### Signal wires on met1, run 1

Scale bar: 50 um. Supply wires on this layer in gray.
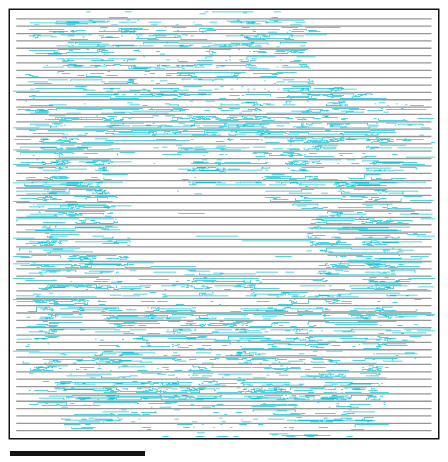
### Signal wires on met2, run 1

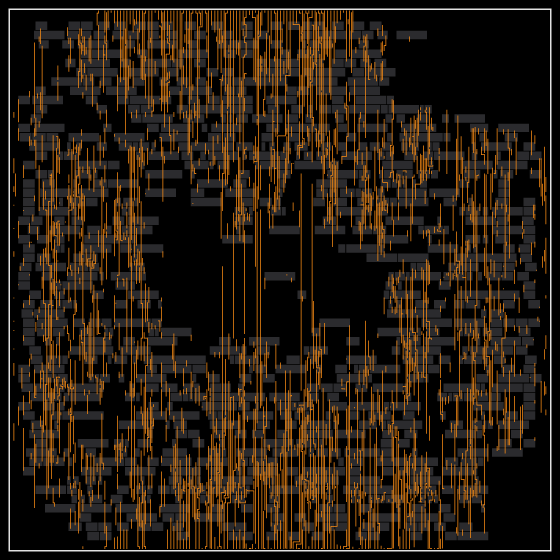
### Signal wires on met3, run 1

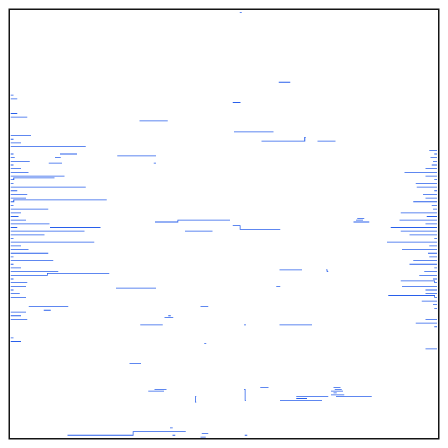
==> config.mk <==
export PLATFORM = sky130hd
export DESIGN_NAME = unidad_busqueda_flat
export DESIGN_NICKNAME = d
export VERILOG_FILES = /design/src/rtl/unidad_busqueda_if.sv /design/src/rtl/unidad_busqueda.sv /design/src/flat_wrapper.sv
export SDC_FILE = /design/constraint.sdc
export NUM_CORES = 1
export LEC_CHECK = 0
export CAP_MARGIN = 20
export CORE_MARGIN = 2
export CORE_UTILIZATION = 34
export DETAILED_ROUTE_END_ITERATION = 10
export REMOVE_ABC_BUFFERS = 1
export SETUP_SLACK_MARGIN = 0.2
export SYNTH_ARGS = -nofsm -noshare
export SYNTH_HDL_FRONTEND = slang
export SYNTH_SLANG_ARGS = --single-unit
==> constraint.sdc <==
create_clock -name clk -period 5.9 [get_ports clk]
set_input_delay 1.18 -clock clk [delete_from_list [all_inputs] [get_ports clk]]
set_output_delay 1.18 -clock clk [all_outputs]
set_load 0.05 [all_outputs]
==> impl_metrics.env, run 1 <==
# source this file to load flow results
export IMPL_outcome="finished clean"
export IMPL_cts_resized=0
export IMPL_ff_type="dfrtp_1"
export IMPL_ys_cells=746
export IMPL_p_leak_nw=4.61
export IMPL_cp_required_ns=4.72
export IMPL_cpPeakStageDelay_ns=0.89
export IMPL_comb_area_share_pct=28.8
export IMPL_hold_depth=1
export IMPL_synthArstFlopShare_pct=100
export IMPL_dominant_cells="registers"
export IMPL_tap_cells=319
export IMPL_grt_busiest_layer="met2"
export IMPL_final_min_clock_period_ns=4.10
export IMPL_drive_gt1_share_pct=13.8
export IMPL_startpoint_type="register"
export IMPL_placedCellCount=1279
export IMPL_buffer_area_share_pct=23.8
export IMPL_insertion_delay_ns=0.43
export IMPL_nClkBuffers=18
export IMPL_portBuffers=265
export IMPL_drt_first_pass_iters=4
export IMPL_edf_count=0
export IMPL_core_region_area_um2=23400
export IMPL_chip_area_um2=25100
export IMPL_avgSynthCellArea_um2=10.9
export IMPL_wl_met3_mm=1.08
export IMPL_crit_family="buffers and inverters"
export IMPL_pre_cts_ws_ns=1.86
export IMPL_yosysWarnings=0
export IMPL_synthTopLogicFamily="simple AND/OR/NAND/NOR gates"
export IMPL_power_internal_mw=2.83
export IMPL_nFillCells=2176
export IMPL_htreeDepth=4
export IMPL_end_kind="output pin"
export IMPL_drtAntennaViolNets=0
export IMPL_die_w_um=158
export IMPL_cts_hold_fix_buffers=0
export IMPL_pg_seq_mw=1.74
export IMPL_wirelength_met1_mm=11.2
export IMPL_fp_util_pct=34.6
export IMPL_path_clk_slew_ns=0.06
export IMPL_dr_wl_met2_mm=12.1
export IMPL_fin_area_um2=11600
export IMPL_ys_sh_xor_pct=0
export IMPL_grt_use_total_pct=19.9
export IMPL_relSlewSlack_pct=37.9
export IMPL_comb_area_um2=3340
export IMPL_inv_count=6
export IMPL_fin_setup_tns_ns=0
export IMPL_ys_sh_aoi_pct=13.7
export IMPL_rrSetupSlack_ns=2.56
export IMPL_rows=56
export IMPL_sh_seq_area_pct=38.8
export IMPL_cts_setup_buffers=0
export IMPL_min_period_over_period_pct=69.5
export IMPL_cts_sinks=180
export IMPL_p_switching_mw=2.14
export IMPL_antenna_found_initial=0
export IMPL_combinationalPowerShare_pct=42.0
export IMPL_hold_viol=0
export IMPL_power_density_nw_per_um2=428
export IMPL_crit_chain="nand2_2 > inv_2 > clkdlybuf4s50_1"
export IMPL_synthCells=746
export IMPL_grt_start_max_net_pins=101
export IMPL_hold_slack_ns=0.511
export IMPL_layout_cells_non_filler=1311
export IMPL_cp_buffers_inverters=2
export IMPL_avgViaCountPerCell=5.27
export IMPL_drc=0
export IMPL_finalCoreUtilization_pct=49.6
export IMPL_netSwitchingFraction_pct=43.0
export IMPL_fmax_ghz=0.244
export IMPL_lay_top_count="clkdlybuf4s50_1"
export IMPL_worst_r2r_path_depth=9
export IMPL_drv_cap=0
export IMPL_critPathSlowestCell="clkdlybuf4s50_1"
export IMPL_fin_skew_ns=0.0138
export IMPL_path_class="register to output pin"
export IMPL_num_multi_input_gates=496
export IMPL_power_clock_mw=1.15
export IMPL_p_clk_share_pct=23.1
export IMPL_clock_path_buffers=2
export IMPL_mostFrequentLayoutCells="264 x clkdlybuf4s50_1, 180 x dfrtp_1, 136 x nor2_1, 129 x nor3_1, 65 x mux2_2"
export IMPL_ys_seq_share_pct=55.6
export IMPL_grt_pass1_vias=6852
export IMPL_worstPathArrival_ns=2.92
export IMPL_power_top_group="combinational logic"
export IMPL_slew_violations=0
About 'Signal wires on met1':
The layer holds 45% of the routed length. The layer carries 11200 um of wire.
Post-Route WL: 24.9 mm
routed via count: 6907
GR met1 Demand/Resource: 26.1%

About 'Signal wires on met2':
The longest straight run is 70.7 um. The layer carries 12100 um of wire. The wires run mostly vertical.
met2 GRT Util: 33.2%

About 'Signal wires on met3':
The longest straight run is 34.3 um. The layer holds 4.3% of the routed length. The layer carries 1080 um of wire. 131 nets have wire on it. The wires run mostly horizontal.
met3 usage: 3.73%

-- run 1: Yosys cell counts, types with 2 or more instances --
library cell | count | share of area (%)
and2_1 | 12 | 0.93
dfrtp_1 | 180 | 56
or3_1 | 4 | 0.31
nor4b_1 | 2 | 0.22
a21oi_1 | 4 | 0.25
nand3_1 | 5 | 0.31
buf_2 | 9 | 0.56
nor2_1 | 136 | 6.3
nor3_1 | 130 | 8.0
nand4_1 | 3 | 0.23
mux2i_1 | 3 | 0.37
mux2_2 | 65 | 9.0
a2111oi_2 | 14 | 2.6
buf_6 | 2 | 0.28
buf_1 | 3 | 0.14
a22o_1 | 32 | 3.5
clkbuf_1 | 49 | 2.3
and3_1 | 2 | 0.15
nand2_1 | 8 | 0.37
a2111oi_0 | 51 | 5.5
a211o_1 | 2 | 0.22
inv_1 | 5 | 0.23
### Congestion heat map, run 1

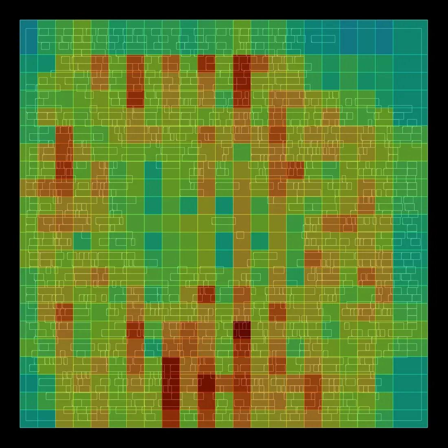

==> run 2: changes to the inputs <==
==> constraint.sdc (replaced) <==
create_clock -name clk -period 3.4 [get_ports clk]
set_input_delay 0.68 -clock clk [delete_from_list [all_inputs] [get_ports clk]]
set_output_delay 0.68 -clock clk [all_outputs]
set_load 0.05 [all_outputs]
### Congestion heat map, run 2

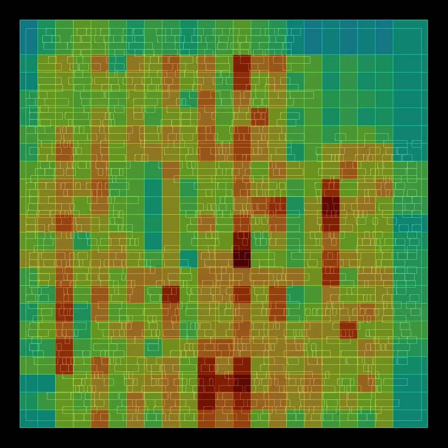
met3 usage: 3.54%
fin util: 50.5%
All-Layer GR Usage: 19.7%
gr busiest metal: met2

### Signal wires on met3, run 2

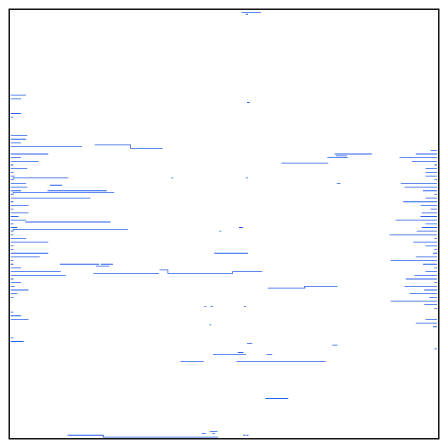
The longest straight run is 42.3 um. The layer holds 4.3% of the routed length.
routed via count: 6895
Post-Route WL: 24.9 mm

### Signal wires on met1, run 2

Scale bar: 50 um. Supply wires on this layer in gray.
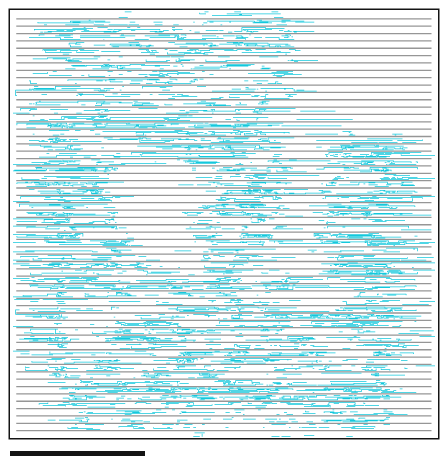
The layer holds 46% of the routed length. The longest straight run is 41.9 um. The wires run mostly horizontal. 941 nets have wire on it. The layer carries 11400 um of wire.
GR met1 Demand/Resource: 26.9%

==> run 2 against run 1 <==
Against the previous run:
- combinational power is 75% higher
- utilization is 0.88 points higher
- power grew 75%
- non-clock buffer count grew 5
- global-route usage shrank 0.16 points
==> impl_metrics.env, run 2 <==
# source this file to load flow results
export IMPL_drv_cap=0
export IMPL_cp_required_ns=3.69
export IMPL_insertion_delay_ns=0.43
export IMPL_relSlewSlack_pct=55.2
export IMPL_outcome="finished clean"
export IMPL_wl_met3_mm=1.06
export IMPL_use_met2_pct=31.7
export IMPL_chip_area_um2=25100
export IMPL_ys_sh_aoi_pct=13.7
export IMPL_core_region_area_um2=23400
export IMPL_crit_chain="nand4_1 > or3_1 > or4b_1 > a211oi_4 > nand2_4 > buf_12 > a2111oi_0"
export IMPL_fin_area_um2=11800
export IMPL_common_cells="180 x dfrtp_1, 136 x nor2_1, 130 x nor3_1"
export IMPL_drt_first_pass_iters=4
export IMPL_combinationalPowerShare_pct=42.1
export IMPL_end_kind="register"
export IMPL_power_density_nw_per_um2=734
export IMPL_hold_slack_ns=0.241
export IMPL_p_clk_share_pct=23.0
export IMPL_rows=56
export IMPL_cp_buffers_inverters=1
export IMPL_min_period_over_period_pct=88.6
export IMPL_power_internal_mw=4.90
export IMPL_pg_seq_mw=3.02
export IMPL_mostFrequentLayoutCells="262 x clkdlybuf4s50_1, 179 x dfrtp_1, 136 x nor2_1, 129 x nor3_1, 65 x mux2_2"
export IMPL_ys_cells=746
export IMPL_synthCells=746
export IMPL_synthArstFlopShare_pct=100
export IMPL_placedCellCount=1283
export IMPL_clock_path_buffers=2
export IMPL_grt_pass1_vias=6943
export IMPL_synth_top_area_share_pct=55.6
export IMPL_drive_gt1_share_pct=15.2
export IMPL_top_cells_by_area="dfrtp_1 56%, mux2_2 9.0%, nor3_1 8.0%"
export IMPL_path_class="register to register"
export IMPL_fin_skew_ns=0.0146
export IMPL_antenna_found_initial=0
export IMPL_rrSetupSlack_ns=0.39
export IMPL_path_clk_slew_ns=0.08
export IMPL_cpPeakStageDelay_ns=0.54
export IMPL_avgSynthCellArea_um2=10.9
export IMPL_fin_setup_tns_ns=0
export IMPL_synthTopLogicFamily="simple AND/OR/NAND/NOR gates"
export IMPL_avgViaCountPerCell=5.24
export IMPL_worstPathArrival_ns=3.31
export IMPL_htreeDepth=4
export IMPL_startpoint_type="register"
export IMPL_power_top_group="combinational logic"
export IMPL_lay_top_count="clkdlybuf4s50_1"
export IMPL_crit_family="simple AND/OR/NAND/NOR gates"
export IMPL_grt_start_max_net_pins=69
export IMPL_portBuffers=265
export IMPL_hold_viol=0
export IMPL_synth_top_cell_by_area="dfrtp_1"
export IMPL_edf_count=0
export IMPL_p_leak_nw=4.70
export IMPL_slew_violations=0
export IMPL_critPathSlowestCell="or4b_1"
export IMPL_p_switching_mw=3.77
export IMPL_fmax_ghz=0.332
export IMPL_drc=0
export IMPL_cts_hold_fix_buffers=0
export IMPL_drtAntennaViolNets=0
export IMPL_layout_cells_non_filler=1317
export IMPL_worst_r2r_path_depth=7
export IMPL_die_w_um=158
export IMPL_cts_sinks=180
-- run 2: cell counts after synthesis --
Identical to the previous run, type by type.
-- run 2: repair_timing --
item	4_1_cts	5_1_grt
resized	0	19
endpoints found under the hold margin	0	0
setup endpoints to repair	0	82
buffers inserted	0	1
-- run 2: layout make-up --
class | instances | area (um2)
timing repair buffer | 283 | 2900
sequential | 180 | 4510
clock buffer | 18 | 439
fill | 2200 | 11600
inverter | 6 | 22.5
clock inverter | 14 | 161
multi-input combinational | 497 | 3390
tap | 319 | 399
-- run 2: per-stage QoR --
step | total power, mW | worst slack, ns
CTS | 8.74 | 0.274
finish | 8.68 | 0.386
global placement | 6.67 | 0.338
global route | 9.06 | 0.146
detailed placement | 6.71 | 0.260
floorplan | 5.27 | -3.04
Power figures rest on the tool's default switching activity, not on a simulated workload.
